==> src/rtl/risc16_mem_pkg.sv <==
// Shared types and constants for the RISC16 memory front end.
package risc16_mem_pkg;

    localparam int ADDR_W = 8;
    localparam int DATA_W = 16;

    typedef enum logic [1:0] {
        IDLE  = 2'b00,
        ISSUE = 2'b01,
        READ  = 2'b10,
        ACK   = 2'b11
    } arb_state_e;

    typedef enum logic {
        GNT_IF = 1'b0,
        GNT_D  = 1'b1
    } grant_e;

endpackage

==> src/rtl/mem_arb_pick.sv <==
// Combinational winner select between the fetch and data ports.
// Round-robin tie-break when MEM_ARB_RR_EN is defined, data-over-fetch otherwise.
module mem_arb_pick
    import risc16_mem_pkg::*;
(
    input  logic   if_req,
    input  logic   d_req,
`ifdef MEM_ARB_RR_EN
    input  grant_e last_gnt,
`endif
    output logic   valid,
    output grant_e gnt
);

    always_comb begin
        // NOTE: every output gets a default first so no path leaves it unassigned (no latch).
        valid = if_req | d_req;
        gnt   = GNT_IF;
`ifdef MEM_ARB_RR_EN
        // On a tie, the port that did not win last time goes first.
        if (d_req && (!if_req || last_gnt == GNT_IF))
            gnt = GNT_D;
`else
        if (d_req)
            gnt = GNT_D;
`endif
    end

endmodule

==> src/rtl/mem_arbiter16.sv <==
// Single-port front end for the 256x16 block RAM: arbitrates fetch and data ports,
// sequences the one-cycle registered read. Optional round-robin via MEM_ARB_RR_EN.
module mem_arbiter16 #(
    parameter int ADDR_W = risc16_mem_pkg::ADDR_W,
    parameter int DATA_W = risc16_mem_pkg::DATA_W
) (
    input  logic              clka,
    input  logic              rst,

    input  logic              if_req,
    input  logic [ADDR_W-1:0] if_addr,
    output logic [DATA_W-1:0] if_rdata,
    output logic              if_ack,

    input  logic              d_req,
    input  logic              d_we,
    input  logic [ADDR_W-1:0] d_addr,
    input  logic [DATA_W-1:0] d_wdata,
    output logic [DATA_W-1:0] d_rdata,
    output logic              d_ack,

    output logic [ADDR_W-1:0] ram_addra,
    output logic              ram_wea,
    output logic [DATA_W-1:0] ram_dina,
    input  logic [DATA_W-1:0] ram_douta
);

    import risc16_mem_pkg::*;

    arb_state_e state;
    grant_e     gnt;
    logic       acc_we;

    logic       pick_valid;
    grant_e     pick_gnt;

    mem_arb_pick u_pick (
        .if_req   (if_req),
        .d_req    (d_req),
`ifdef MEM_ARB_RR_EN
        .last_gnt (gnt),
`endif
        .valid    (pick_valid),
        .gnt      (pick_gnt)
    );

    // NOTE: sequential state uses non-blocking assignments so every register
    // sees the pre-edge values of the others.
    always_ff @(posedge clka) begin
        if (rst) begin
            state     <= IDLE;
            gnt       <= GNT_IF;
            acc_we    <= 1'b0;
            ram_addra <= '0;
            ram_wea   <= 1'b0;
            ram_dina  <= '0;
            if_ack    <= 1'b0;
            d_ack     <= 1'b0;
            if_rdata  <= '0;
            d_rdata   <= '0;
        end else begin
            if_ack <= 1'b0;
            d_ack  <= 1'b0;

            case (state)
                IDLE: begin
                    if (pick_valid) begin
                        gnt <= pick_gnt;
                        if (pick_gnt == GNT_D) begin
                            ram_addra <= d_addr;
                            ram_wea   <= d_we;
                            ram_dina  <= d_wdata;
                            acc_we    <= d_we;
                        end else begin
                            ram_addra <= if_addr;
                            ram_wea   <= 1'b0;
                            acc_we    <= 1'b0;
                        end
                        state <= ISSUE;
                    end
                end

                ISSUE: begin
                    // The RAM samples address and write enable at the end of this cycle.
                    ram_wea <= 1'b0;
                    state   <= READ;
                end

                READ: begin
                    if (gnt == GNT_D) begin
                        d_ack <= 1'b1;
                        if (!acc_we)
                            d_rdata <= ram_douta;
                    end else begin
                        if_ack   <= 1'b1;
                        if_rdata <= ram_douta;
                    end
                    state <= ACK;
                end

                ACK: begin
                    state <= IDLE;
                end

                default: begin
                    state <= IDLE;
                end
            endcase
        end
    end

endmodule

==> config.mk <==
export PLATFORM = sky130hd
export DESIGN_NAME = mem_arbiter16
export DESIGN_NICKNAME = d
export VERILOG_FILES = /design/src/rtl/risc16_mem_pkg.sv /design/src/rtl/mem_arb_pick.sv /design/src/rtl/mem_arbiter16.sv
export SDC_FILE = /design/constraint.sdc
export NUM_CORES = 1
export LEC_CHECK = 0
export CELL_PAD_IN_SITES_DETAIL_PLACEMENT = 2
export CELL_PAD_IN_SITES_GLOBAL_PLACEMENT = 2
export CORE_ASPECT_RATIO = 0.6
export CORE_UTILIZATION = 22
export DETAILED_ROUTE_END_ITERATION = 8
export PLACE_DENSITY_LB_ADDON = 0.25
export SYNTH_ARGS = -nofsm -noshare
export SYNTH_HDL_FRONTEND = slang
export SYNTH_HIERARCHICAL = 1
export SYNTH_SLANG_ARGS = --single-unit
==> constraint.sdc <==
create_clock -name clka -period 1.5 [get_ports clka]
set_input_delay 0.225 -clock clka [delete_from_list [all_inputs] [get_ports clka]]
set_output_delay 0.225 -clock clka [all_outputs]
set_load 0.01 [all_outputs]
A small window of the routed layout:
Region (91, 50) to (116, 75) µm. Cells in grey, sequential cells in the stronger grey; small squares are vias.
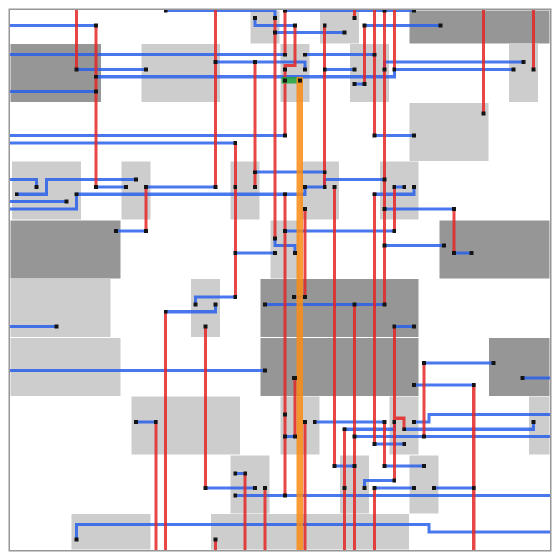
| layer | colour |
|---|---|
| metal 2 | red |
| metal 3 | green |
| metal 1 | blue |
| metal 4 | orange |
most frequent: nand2_1 (10), a21oi_1 (6), dfxtp_1 (6)
cells with their middle in the window: 29
sequential cells in the window: 6
netlist names of flops here include: d_rdata (4), if_rdata (2)

Sequential cells coloured by netlist name:
Scale: 4 px per µm.
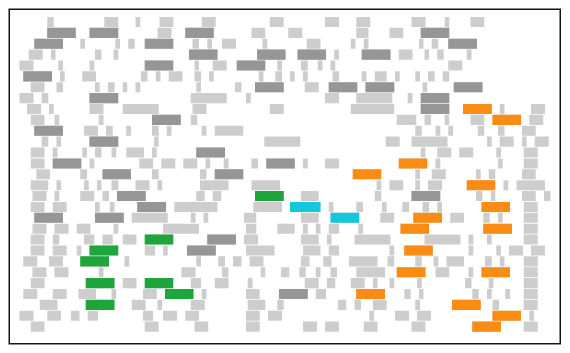
| netlist name | colour | sequential cells |
|---|---|---|
| ram_addra | green | 8 |
| ram_dina | orange | 16 |
| state | cyan | 2 |

==> run notes <==
Implementation progress

In this run, power in flip-flops and latches comes to around 2.1 mW. The floorplan step defined a die boundary enclosing 11440 µm². Looking at the setup timing report, the critical path kind is flip-flop to output pin.

VDD sags by at most 587.9 µV. The number of resized instances in the post-cts repair step stands at 1. In this run the cell area of the synthesized design comes to 2420 µm². The residual overflow from global routing stands at 0.

The top cell type in the final layout, fill and taps aside, is sky130_fd_sc_hd__clkdlybuf4s50_1. For this run, the number of Yosys warnings is 6. The area growth from synthesis to final layout stands at 67.53%.

Leaving out fill and tap cells, the most frequent cells in the layout are sky130_fd_sc_hd__clkdlybuf4s50_1 (106), sky130_fd_sc_hd__nand2_1 (99), sky130_fd_sc_hd__dfxtp_1 (62), sky130_fd_sc_hd__a21oi_1 (48), sky130_fd_sc_hd__nor2_1 (13). The STA report counts the stages on the worst setup path as 1. Per the final report, the share of cell area in clock cells is 0.07716.

The clock tree buffer depth stands at 2. The non-clock buffer share of cell area stands at 0.3167. The synthesis-stage register bit count stands at approximately 63. The analysis attributes to cell leakage a power of between 1.5 and 2 nW. The internal power consumption stands at ~4.5 mW. The number of buffer cells added on primary ports stands at 111.

TritonCTS created 9 clock buffers. The initial antenna violation count stands at 0. In this run the maximum-capacitance check reported violations numbering 0. The region available for standard cell placement spans around 11000 µm². The global-route usage over all layers stands at 0.1492. The I/O pin total stands at 112. The net switching component of the power stands at 1.876 mW. For this run, the share of the core covered by cells in the final layout is 0.3813. For met3 alone, demand over resource in global routing was 0.07265. The number of buffers and inverters on the critical path stands at 1. The number of different library cells used by synthesis comes to 26. The via density per instance stands at between 4 and 5. Clock latency on the worst-skew pair, taken at its later pin, is 320 ps.

In the finished design, the share of the clock period the worst path needs comes to 0.9690. Setup repair after global routing left no endpoint under its margin. The synthesized netlist net count stands at 345.

The number of detailed-routing iterations run before antenna repair stands at 4. The report lists the cells along the critical path as clkdlybuf4s50_1. Of the total synthesized cell area, the portion taken by XOR and XNOR cells is 0. For reference, the critical path is launched at d_rdata[11]. The run finished with clean final reports.

In the final design, more cell area goes to buffers than to any other class. The clock period minus final worst setup slack stands at approximately 1500 ps. Once iteration 0 of detailed routing completed, the report listed between 70 and 80 DRC markers. The max-slew violation count stands at 0. The combinational cell fraction of total power stands at 0.317. The via count of the first global-routing pass was roughly 2500. The residual DRC count stands at 0. The script computed the net switching share of total power as 0.2942. The total number of warnings across the stage logs stands at 30.

Routing resource usage on met1 recorded by global route was 0.1922. The clock sink count stands at ~63. The total negative setup slack stands at 0 ps. The share of post-route cells with drive strength above 1 stands at 0.07980. The largest net degree at the start of global routing stands at 64.

The report gives the cell count of the worst hold path as 3. The number of standard cells in the layout, taps in and fillers out stands at roughly 540. The fraction of power consumed by sequential logic stands at 0.335. The power per standard cell area stands at between 1500 and 2000 nW/µm². The sequential share of the synthesized area stands at 0.5212. TritonRoute output was used to compute an average wire per cell of approximately 15 µm. Per the detail_route log, met2 wirelength is 3.337 mm.

Summing all flip-flop and latch instances after layout gives 1262 µm². In the final layout, the multi-input gates occupy just over 1000 µm². Summed over the clock group, the power is 2.22 mW.
Met1 routing:
Scale: 3 px per µm.
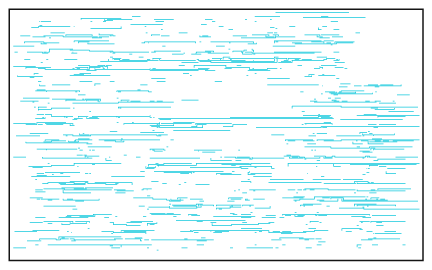
nets with wire on the layer: 381
main direction: horizontal
longest straight run: 58.4 µm
wire length on this layer: 3940 µm
share of all routed wire: 49%

## Yosys cell counts
| cell | instances | area, µm² |
|---|---|---|
| sky130_fd_sc_hd__nand2_1 | 99 | 371.6 |
| sky130_fd_sc_hd__dfxtp_1 | 63 | 1261 |
| sky130_fd_sc_hd__a21oi_1 | 48 | 240.2 |
| sky130_fd_sc_hd__nor2_1 | 13 | 48.80 |
| sky130_fd_sc_hd__mux2i_1 | 10 | 100.1 |
| sky130_fd_sc_hd__a211oi_1 | 8 | 60.06 |
| sky130_fd_sc_hd__buf_4 | 6 | 45.04 |
| sky130_fd_sc_hd__buf_6 | 5 | 56.30 |
| sky130_fd_sc_hd__clkbuf_1 | 5 | 18.77 |
| sky130_fd_sc_hd__ha_1 | 5 | 62.56 |
| sky130_fd_sc_hd__nand2b_1 | 4 | 25.02 |
| sky130_fd_sc_hd__buf_2 | 3 | 15.01 |
| sky130_fd_sc_hd__nand3_1 | 3 | 15.01 |
| sky130_fd_sc_hd__a21oi_2 | 2 | 17.52 |
| sky130_fd_sc_hd__inv_1 | 2 | 7.510 |
| sky130_fd_sc_hd__a211oi_2 | 1 | 12.51 |
| sky130_fd_sc_hd__and2_1 | 1 | 6.260 |
| sky130_fd_sc_hd__and3_1 | 1 | 6.260 |
| sky130_fd_sc_hd__and3b_1 | 1 | 8.760 |
| sky130_fd_sc_hd__buf_1 | 1 | 3.750 |
| sky130_fd_sc_hd__clkbuf_2 | 1 | 5.000 |
| sky130_fd_sc_hd__nand3b_1 | 1 | 7.510 |
| sky130_fd_sc_hd__nor2_2 | 1 | 6.260 |
| sky130_fd_sc_hd__nor2b_1 | 1 | 6.260 |
| sky130_fd_sc_hd__or2_1 | 1 | 6.260 |
| sky130_fd_sc_hd__or3_1 | 1 | 6.260 |
No activity file was given, so power comes from the tool's default toggle rates.
